## src/rtl/cs_negate_pipe.sv

```systemverilog
// cs_negate_pipe: optional negation of a carry-save operand pair, followed by a
// two-entry output buffer (OUT + SKID) with a registered in_ready. The negation
// is either a full two's complement, or a ones' complement that reports the
// deferred +1 count on out_inc so a downstream adder can absorb it as carry-in.
module cs_negate_pipe #(
    parameter int WIDTH     = 50,
    parameter bit DEFER_INC = 1'b0
) (
    input  logic             clk,
    input  logic             rst,
    input  logic             in_valid,
    output logic             in_ready,
    input  logic [WIDTH-1:0] in_P,
    input  logic [WIDTH-1:0] in_C,
    input  logic [1:0]       two_en,
    output logic             out_valid,
    input  logic             out_ready,
    output logic [WIDTH-1:0] out_P,
    output logic [WIDTH-1:0] out_C,
    output logic [1:0]       out_inc
);

    typedef enum logic [1:0] {
        EMPTY = 2'd0,
        ONE   = 2'd1,
        TWO   = 2'd2
    } state_t;

    localparam logic [WIDTH-1:0] LSB_ONE = WIDTH'(1);

    state_t           state;
    state_t           next_state;
    logic             accept;
    logic             deliver;
    logic             load_out_in;
    logic             load_out_skid;
    logic             load_skid;

    logic [WIDTH-1:0] proc_p;
    logic [WIDTH-1:0] proc_c;
    logic [1:0]       proc_inc;

    logic [WIDTH-1:0] out_p_q;
    logic [WIDTH-1:0] out_c_q;
    logic [1:0]       out_inc_q;
    logic [WIDTH-1:0] skid_p_q;
    logic [WIDTH-1:0] skid_c_q;
    logic [1:0]       skid_inc_q;

    // in_ready is a flop, so accept never depends combinationally on out_ready.
    assign accept    = in_valid && in_ready;
    assign out_valid = (state != EMPTY);
    assign deliver   = out_valid && out_ready;

    // Negate the incoming operands before they reach any register.
    always_comb begin
        // NOTE: every signal gets a default before any branch, so no path
        // through this block leaves a value unassigned and no latch is inferred.
        proc_p   = in_P;
        proc_c   = in_C;
        proc_inc = 2'd0;
        if (two_en[0]) begin
            proc_p = DEFER_INC ? ~in_P : (~in_P + LSB_ONE);
        end
        if (two_en[1]) begin
            proc_c = DEFER_INC ? ~in_C : (~in_C + LSB_ONE);
        end
        if (DEFER_INC) begin
            proc_inc = {1'b0, two_en[0]} + {1'b0, two_en[1]};
        end
    end

    // Buffer occupancy: next state and which register loads on this edge.
    always_comb begin
        next_state    = state;
        load_out_in   = 1'b0;
        load_out_skid = 1'b0;
        load_skid     = 1'b0;
        case (state)
            EMPTY: begin
                if (accept) begin
                    next_state  = ONE;
                    load_out_in = 1'b1;
                end
            end
            ONE: begin
                if (accept && deliver) begin
                    load_out_in = 1'b1;
                end else if (deliver) begin
                    next_state = EMPTY;
                end else if (accept) begin
                    next_state = TWO;
                    load_skid  = 1'b1;
                end
            end
            TWO: begin
                // in_ready is low here, so only a deliver can happen.
                if (deliver) begin
                    next_state    = ONE;
                    load_out_skid = 1'b1;
                end
            end
            default: next_state = EMPTY;
        endcase
    end

    // State register and registered in_ready; reset wins over accept/deliver.
    always_ff @(posedge clk) begin
        // NOTE: sequential state uses non-blocking assignments so every flop
        // samples the pre-edge values regardless of statement order.
        if (rst) begin
            state    <= EMPTY;
            in_ready <= 1'b0;
        end else begin
            state    <= next_state;
            in_ready <= (next_state != TWO);
        end
    end

    // OUT register: loaded from the arithmetic or from SKID, held otherwise.
    always_ff @(posedge clk) begin
        if (rst) begin
            out_p_q   <= '0;
            out_c_q   <= '0;
            out_inc_q <= 2'd0;
        end else if (load_out_in) begin
            out_p_q   <= proc_p;
            out_c_q   <= proc_c;
            out_inc_q <= proc_inc;
        end else if (load_out_skid) begin
            out_p_q   <= skid_p_q;
            out_c_q   <= skid_c_q;
            out_inc_q <= skid_inc_q;
        end
    end

    // SKID register: catches the beat accepted while OUT is stalled.
    always_ff @(posedge clk) begin
        // NOTE: SKID data carries no reset; its contents are only read in state
        // TWO, which reset clears, so stale values can never reach the output.
        if (load_skid) begin
            skid_p_q   <= proc_p;
            skid_c_q   <= proc_c;
            skid_inc_q <= proc_inc;
        end
    end

    assign out_P   = out_p_q;
    assign out_C   = out_c_q;
    assign out_inc = out_inc_q;

endmodule

```

## config.mk

```make
export PLATFORM = sky130hd
export DESIGN_NAME = cs_negate_pipe
export DESIGN_NICKNAME = d
export VERILOG_FILES = /design/src/rtl/cs_negate_pipe.sv
export SDC_FILE = /design/constraint.sdc
export NUM_CORES = 1
export LEC_CHECK = 0
export CAP_MARGIN = 20
export CORE_AREA = 4 4 150 138
export CTS_CLUSTER_SIZE = 16
export DETAILED_ROUTE_END_ITERATION = 6
export DIE_AREA = 0 0 154 142
export PLACE_DENSITY = 0.9
export SLEW_MARGIN = 20
export SYNTH_ARGS = -nofsm -noshare
export SYNTH_HDL_FRONTEND = slang
export SYNTH_SLANG_ARGS = --single-unit
```

## constraint.sdc

```tcl
create_clock -name clk -period 12.5 [get_ports clk]
set_input_delay 2.5 -clock clk [delete_from_list [all_inputs] [get_ports clk]]
set_output_delay 2.5 -clock clk [all_outputs]
set_load 0.01 [all_outputs]
```

congestion.png
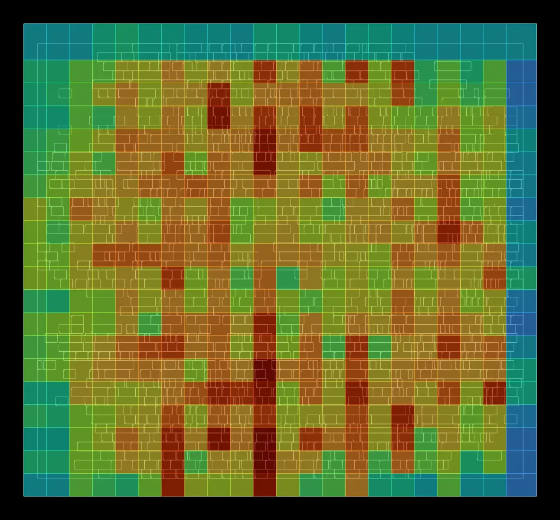
All-Layer GR Usage: 26.8%
met2 Usage GRT: 41.8%
most used routing layer: met2

flops_by_reg.png
Scale: 3 px per um. Other sequential cells in the stronger grey, the rest of the logic in the fainter grey.
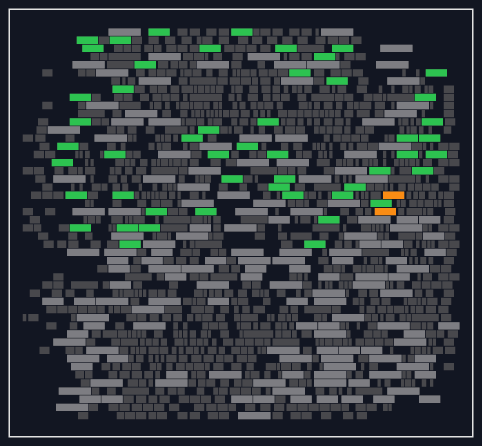
[green] `out_C` | placed flops: 50
[orange] `state` | placed flops: 2

==> results.sh <==
# yosys + openroad results
export IMPL_htree_levels=1
export IMPL_slew_headroom_pct=30.6
export IMPL_clock_area_share_pct=5.36
export IMPL_yosysSeqAreaShare_pct=49.0
export IMPL_outcome="finished clean"
export IMPL_most_common_cell="dfxtp_1"
export IMPL_postLayoutCoreUtil_pct=69.7
export IMPL_synthArstFlopShare_pct=0
export IMPL_p_sw_share_pct=25.7
export IMPL_slowest_delay_ns=0.68
export IMPL_slew_viol_final=0
export IMPL_die_h_um=142
export IMPL_xor_area_share_pct=7.79
export IMPL_area_share_nonclk_buffers_pct=16.3
export IMPL_mostFrequentLayoutCells="clkdlybuf4s50_1, dfxtp_1, edfxtp_1"
export IMPL_total_power_uw=1680
export IMPL_vias=9163
export IMPL_p_int_uw=1250
export IMPL_num_rows=48
export IMPL_cts_root_buf="clkbuf_16"
export IMPL_fillerInstances=1407
export IMPL_ys_flop_type="dfxtp_1"
export IMPL_biggestCellCategory="sequential cells"
export IMPL_vdd_ir_drop_max_v=0.0000834
export IMPL_mux_area_share_pct=1.17
export IMPL_io_buffers=207
export IMPL_logic_gates=742
export IMPL_p_seq_uw=754
export IMPL_skew_ns=0.0108
export IMPL_edf_count=100
export IMPL_nNetsFinal=1308
export IMPL_grt_pass1_wl_um=47900
export IMPL_ys_chip_area_um2=10300
export IMPL_vias_per_cell=6.25
export IMPL_fmax_mhz=191
export IMPL_yosysWarningCount=0
export IMPL_use_met3_pct=6.45
export IMPL_dp_hpwl_um=20800
export IMPL_initialDrtViolationCount=1220
export IMPL_seq_cells=203
export IMPL_largest_area_cell="edfxtp_1"
export IMPL_grt_max_degree=86
export IMPL_wl_per_cell_um=21.1
export IMPL_tool_warnings=26
export IMPL_drive_above_1_share_pct=6.58
export IMPL_layout_cells_non_filler=1466
export IMPL_crit_chain="clkdlybuf4s50_1 > and3b_1 > o21ai_0 > o21a_4 > buf_4 > nor3_1 > or4_1 > a21oi_1"
export IMPL_r2r_start="state[0]"
export IMPL_crit_required_ns=12.92
export IMPL_compound_area_share_pct=15.8
export IMPL_cp_slowest_cell="buf_4"
export IMPL_cp_end_kind="flop"
export IMPL_worst_slack_ns=7.27
export IMPL_leakage_uw=0.00452
export IMPL_r2r_cells=7
export IMPL_cts_max_path_buffers=3
export IMPL_syn_to_final_growth_pct=28.3
export IMPL_period_used_pct=41.8
export IMPL_period_needed_ns=5.23
export IMPL_buffers=218
export IMPL_rsz0062_at_grt="no"
export IMPL_hold_ws_ns=0.452
export IMPL_tns_ns=0
export IMPL_synth_distinct_cells=72
export IMPL_antenna_cells=1
